### src/rtl/lsu.sv
// rtl/lsu.sv - RV32I load/store unit: request FSM, lane steering and load extension
module lsu (
    input  logic        clk,
    input  logic        rst_n,
    input  logic        i_request,
    input  logic        i_is_store,
    input  logic [2:0]  i_funct3,
    input  logic [31:0] i_address,
    input  logic [31:0] i_store_data,
    output logic        o_busy,
    output logic        o_done,
    output logic        o_fault,
    output logic [31:0] o_load_data,
    output logic        o_mem_req,
    output logic        o_mem_we,
    output logic [31:0] o_mem_addr,
    output logic [31:0] o_mem_wdata,
    output logic [3:0]  o_mem_be,
    input  logic        i_mem_gnt,
    input  logic        i_mem_rvalid,
    input  logic [31:0] i_mem_rdata
);

    typedef enum logic [1:0] {
        S_IDLE = 2'd0,
        S_REQ  = 2'd1,
        S_WAIT = 2'd2
    } state_t;

    state_t      r_state;
    state_t      w_next;

    logic [31:0] r_addr;
    logic [31:0] r_sdata;
    logic [2:0]  r_funct3;
    logic        r_is_store;

    logic        w_illegal;
    logic        w_misaligned;
    logic        w_bad;
    logic        w_accept;
    logic [3:0]  w_be;
    logic [31:0] w_wdata;
    logic [31:0] w_shifted;
    logic [31:0] w_load_ext;

    // Requests are only examined in IDLE; anything presented while busy is dropped
    assign w_accept     = (r_state == S_IDLE) && i_request;
    assign w_illegal    = (i_funct3 == 3'b011) || (i_funct3 == 3'b110) || (i_funct3 == 3'b111)
                          || (i_is_store && i_funct3[2]);
    assign w_misaligned = ((i_funct3[1:0] == 2'b01) && i_address[0])
                          || ((i_funct3[1:0] == 2'b10) && (i_address[1:0] != 2'b00));
    assign w_bad        = w_illegal || w_misaligned;

    // State register
    always_ff @(posedge clk or negedge rst_n) begin
        if (!rst_n) begin
            r_state <= S_IDLE;
        end else begin
            r_state <= w_next;
        end
    end

    // Next-state logic: a store finishes on grant, a load waits for read data
    always_comb begin
        w_next = r_state;
        case (r_state)
            S_IDLE: if (w_accept && !w_bad) w_next = S_REQ;
            S_REQ:  if (i_mem_gnt) w_next = r_is_store ? S_IDLE : S_WAIT;
            S_WAIT: if (i_mem_rvalid) w_next = S_IDLE;
            default: w_next = S_IDLE;
        endcase
    end

    // Capture the operation on a legal accept; held stable for the whole access
    always_ff @(posedge clk or negedge rst_n) begin
        if (!rst_n) begin
            r_addr     <= 32'd0;
            r_sdata    <= 32'd0;
            r_funct3   <= 3'd0;
            r_is_store <= 1'b0;
        end else if (w_accept && !w_bad) begin
            r_addr     <= i_address;
            r_sdata    <= i_store_data;
            r_funct3   <= i_funct3;
            r_is_store <= i_is_store;
        end
    end

    // Byte-lane enables and replicated write data from the captured size/offset
    always_comb begin
        w_be    = 4'b1111;
        w_wdata = r_sdata;
        case (r_funct3[1:0])
            2'b00: begin
                w_be    = 4'b0001 << r_addr[1:0];
                w_wdata = {4{r_sdata[7:0]}};
            end
            2'b01: begin
                w_be    = 4'b0011 << r_addr[1:0];
                w_wdata = {2{r_sdata[15:0]}};
            end
            default: begin
                w_be    = 4'b1111;
                w_wdata = r_sdata;
            end
        endcase
    end

    // Memory interface is decoded from state so reset clears it without a clock
    assign o_busy      = (r_state != S_IDLE);
    assign o_mem_req   = (r_state == S_REQ);
    assign o_mem_we    = o_mem_req && r_is_store;
    assign o_mem_be    = o_mem_req ? w_be : 4'b0000;
    assign o_mem_addr  = {r_addr[31:2], 2'b00};
    assign o_mem_wdata = w_wdata;

    // Align the addressed lane to bit 0, then truncate and extend by size/sign
    assign w_shifted = i_mem_rdata >> {r_addr[1:0], 3'b000};

    always_comb begin
        w_load_ext = w_shifted;
        case (r_funct3)
            3'b000:  w_load_ext = {{24{w_shifted[7]}}, w_shifted[7:0]};
            3'b001:  w_load_ext = {{16{w_shifted[15]}}, w_shifted[15:0]};
            3'b100:  w_load_ext = {24'd0, w_shifted[7:0]};
            3'b101:  w_load_ext = {16'd0, w_shifted[15:0]};
            default: w_load_ext = w_shifted;
        endcase
    end

    // Completion pulse, fault flag and load result; load result holds between completions
    always_ff @(posedge clk or negedge rst_n) begin
        if (!rst_n) begin
            o_done      <= 1'b0;
            o_fault     <= 1'b0;
            o_load_data <= 32'd0;
        end else begin
            o_done  <= 1'b0;
            o_fault <= 1'b0;
            if (w_accept && w_bad) begin
                o_done      <= 1'b1;
                o_fault     <= 1'b1;
                o_load_data <= 32'd0;
            end else if ((r_state == S_REQ) && i_mem_gnt && r_is_store) begin
                o_done <= 1'b1;
            end else if ((r_state == S_WAIT) && i_mem_rvalid) begin
                o_done      <= 1'b1;
                o_load_data <= w_load_ext;
            end
        end
    end

endmodule

### config.mk
export PLATFORM = sky130hd
export DESIGN_NAME = lsu
export DESIGN_NICKNAME = d
export VERILOG_FILES = /design/src/rtl/lsu.sv
export SDC_FILE = /design/constraint.sdc
export NUM_CORES = 1
export LEC_CHECK = 0
export CORE_ASPECT_RATIO = 1.25
export CORE_MARGIN = 10
export CORE_UTILIZATION = 44
export DETAILED_ROUTE_END_ITERATION = 10
export PLACE_DENSITY = 0.81
export SKIP_LAST_GASP = 1
export SLEW_MARGIN = 20
export SYNTH_ARGS = -nofsm -noshare
export SYNTH_HDL_FRONTEND = slang
export SYNTH_SLANG_ARGS = --single-unit
### constraint.sdc
create_clock -name clk -period 2.7 [get_ports clk]
set_clock_uncertainty 0.15 [all_clocks]
set_input_delay 0.81 -clock clk [delete_from_list [all_inputs] [get_ports clk]]
set_output_delay 0.81 -clock clk [all_outputs]
set_load 0.03 [all_outputs]
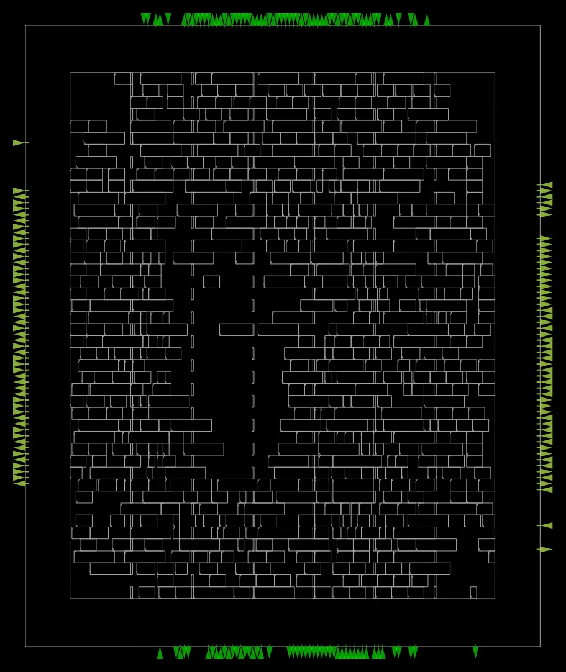
(placed standard cells)
Tap Cells: 138
row count: 44

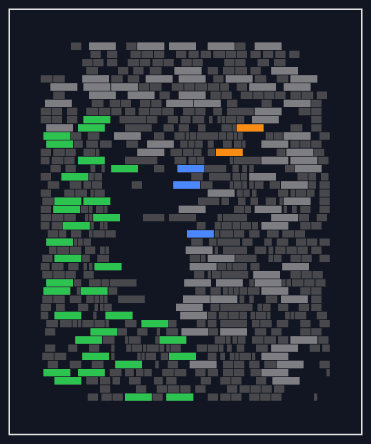
(where the registers sit)
(3 px per um) Other sequential cells in the stronger gray, the rest of the logic in the fainter gray.
[r_funct3] blue | sequential cells: 3
[r_sdata] green | sequential cells: 32
[r_state] orange | sequential cells: 2

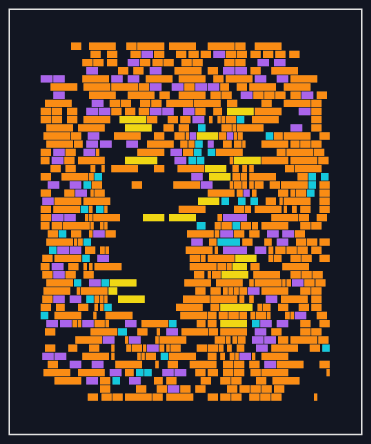
(sizing map)
(3 px per um)
[drive 3 to 4] cyan | cells: 39 | share: 6.4% | most used: buf_4
[drive 2] purple | cells: 99 | share: 16% | most used: mux2_2
[drive 1 or less] orange | cells: 451 | share: 74% | most used: clkdlybuf4s50_1
[drive 6 and up] yellow | cells: 19 | share: 3.1% | most used: clkbuf_16

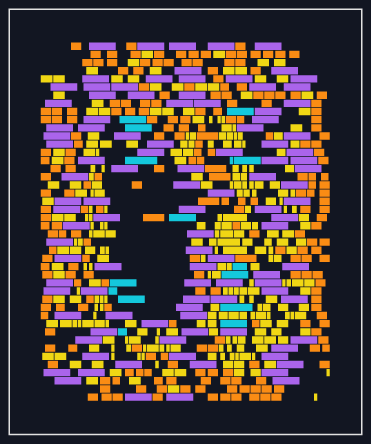
(placed cells, one color a class)
(3 px per um)
[clock drivers and dummy loads] cyan | cells: 15 | share of their area: 4.4%
[all other logic] yellow | cells: 261 | share of their area: 29%
[flip-flops] purple | cells: 104 | share of their area: 36%
[other buffers and delay cells] orange | cells: 228 | share of their area: 31%

==> run notes <==
run results: run status=finished, final reports clean, grt total ovfl=0, xor+xnor area frac=0, vias in the first global route=4,388, Slew Limit Fails=0, startpoint types=flop, cell total in the yosys stat output=432, Nets=709, Flops after synth=104, Worst Setup SP=r_state[1], Init Core Util=0.448, max_slew headroom=0.404, simple share=0.0730, mux cell area share after synthesis=0.239, ant diodes=0, share of the synthesized area in the top cell type=0.503, post-route ant nets=0, Final GP Congestion=roughly 0.86, H-tree level count=3, Avg Cell Area, Syn=12.0 um2, Seq pwr share=0.309, Post-synth seq share=0.503, Clock Sinks=104, CTS tree=done, path category of the worst min-delay check=in2async, CP endpoint=o_busy, top cells by count=104 x dfrtp_1, 83 x mux2_2, 45 x nand2_1, 40 x buf_4, P_int=4.59 mW, CTS max path bufs=2, die area=16,500 um2, first drt pass iteration count=4, fraction of layout cells with a size suffix above 1=0.258, area added between synthesis and finish=44.7%, Crit. End Element=output pin, Tcrit/Tclk final=0.979, Netlist cell types=34, Max Cap Viol=0, via count=between 3,000 and 4,000, P_clk=approximately 1.4 mW
-- worst max-delay path, stage by stage, from the launching register on --
cell and delay, ns:
dfrtp_1 0.42, or2_2 0.31, clkdlybuf4s50_1 0.61
-- per-layer routing --
metal / track usage / share of wire / up-vias
met5: 0 / 0 / -
met4: 0.0756 / 0.029 / 0
met3: 0.0561 / 0.084 / 25
met2: 0.325 / 0.53 / 138
met1: 0.189 / 0.36 / 1974
li1: - / - / 1851
-- flip-flops by register name, summed over array words and instances, names as in the netlist --
signal	count
o_load_data	32
r_addr	32
r_sdata	32
r_funct3	3
r_state	2
o_done	1
o_fault	1
r_is_store	1
-- cells in the final DEF (no fill, tap or decap), types with 3 or more instances in the layout --
cell type	instances
clkdlybuf4s50_1	176
dfrtp_1	104
mux2_2	83
nand2_1	44
buf_4	36
mux2i_1	26
o21ai_0	26
a21oi_1	11
nand3b_1	10
dlygate4sd2_1	10
a221o_2	9
clkbuf_16	9
a221o_1	7
o2bb2ai_1	7
a22o_1	7
buf_12	6
nor2_1	3
nand2b_1	3
inv_1	3
-- through the flow --
stage	cells	cell area, um2	total power, mW	hold slack, ns	worst slack (ns)
3_5_place_dp	731	7180	6.35	0.331	-0.117
5_1_grt	746	7490	8.04	0.314	0.0160
6_report	746	7490	7.65	0.276	0.0562
4_1_cts	746	7490	7.74	0.307	0.0378
2_1_floorplan	433	5180	4.98	0.324	0.0156
3_3_place_gp	731	7180	6.24	0.327	-0.0898
-- final cells by class --
type	instances	area [um2]
Clock inverter	4	77.6
Sequential cell	104	2600
Timing Repair Buffer	228	2240
Tap cell	138	173
Inverter	3	11.3
Multi-Input combinational cell	258	2140
Fill cell	883	4070
Clock buffer	11	243
Power is estimated from default activity; no workload was simulated.
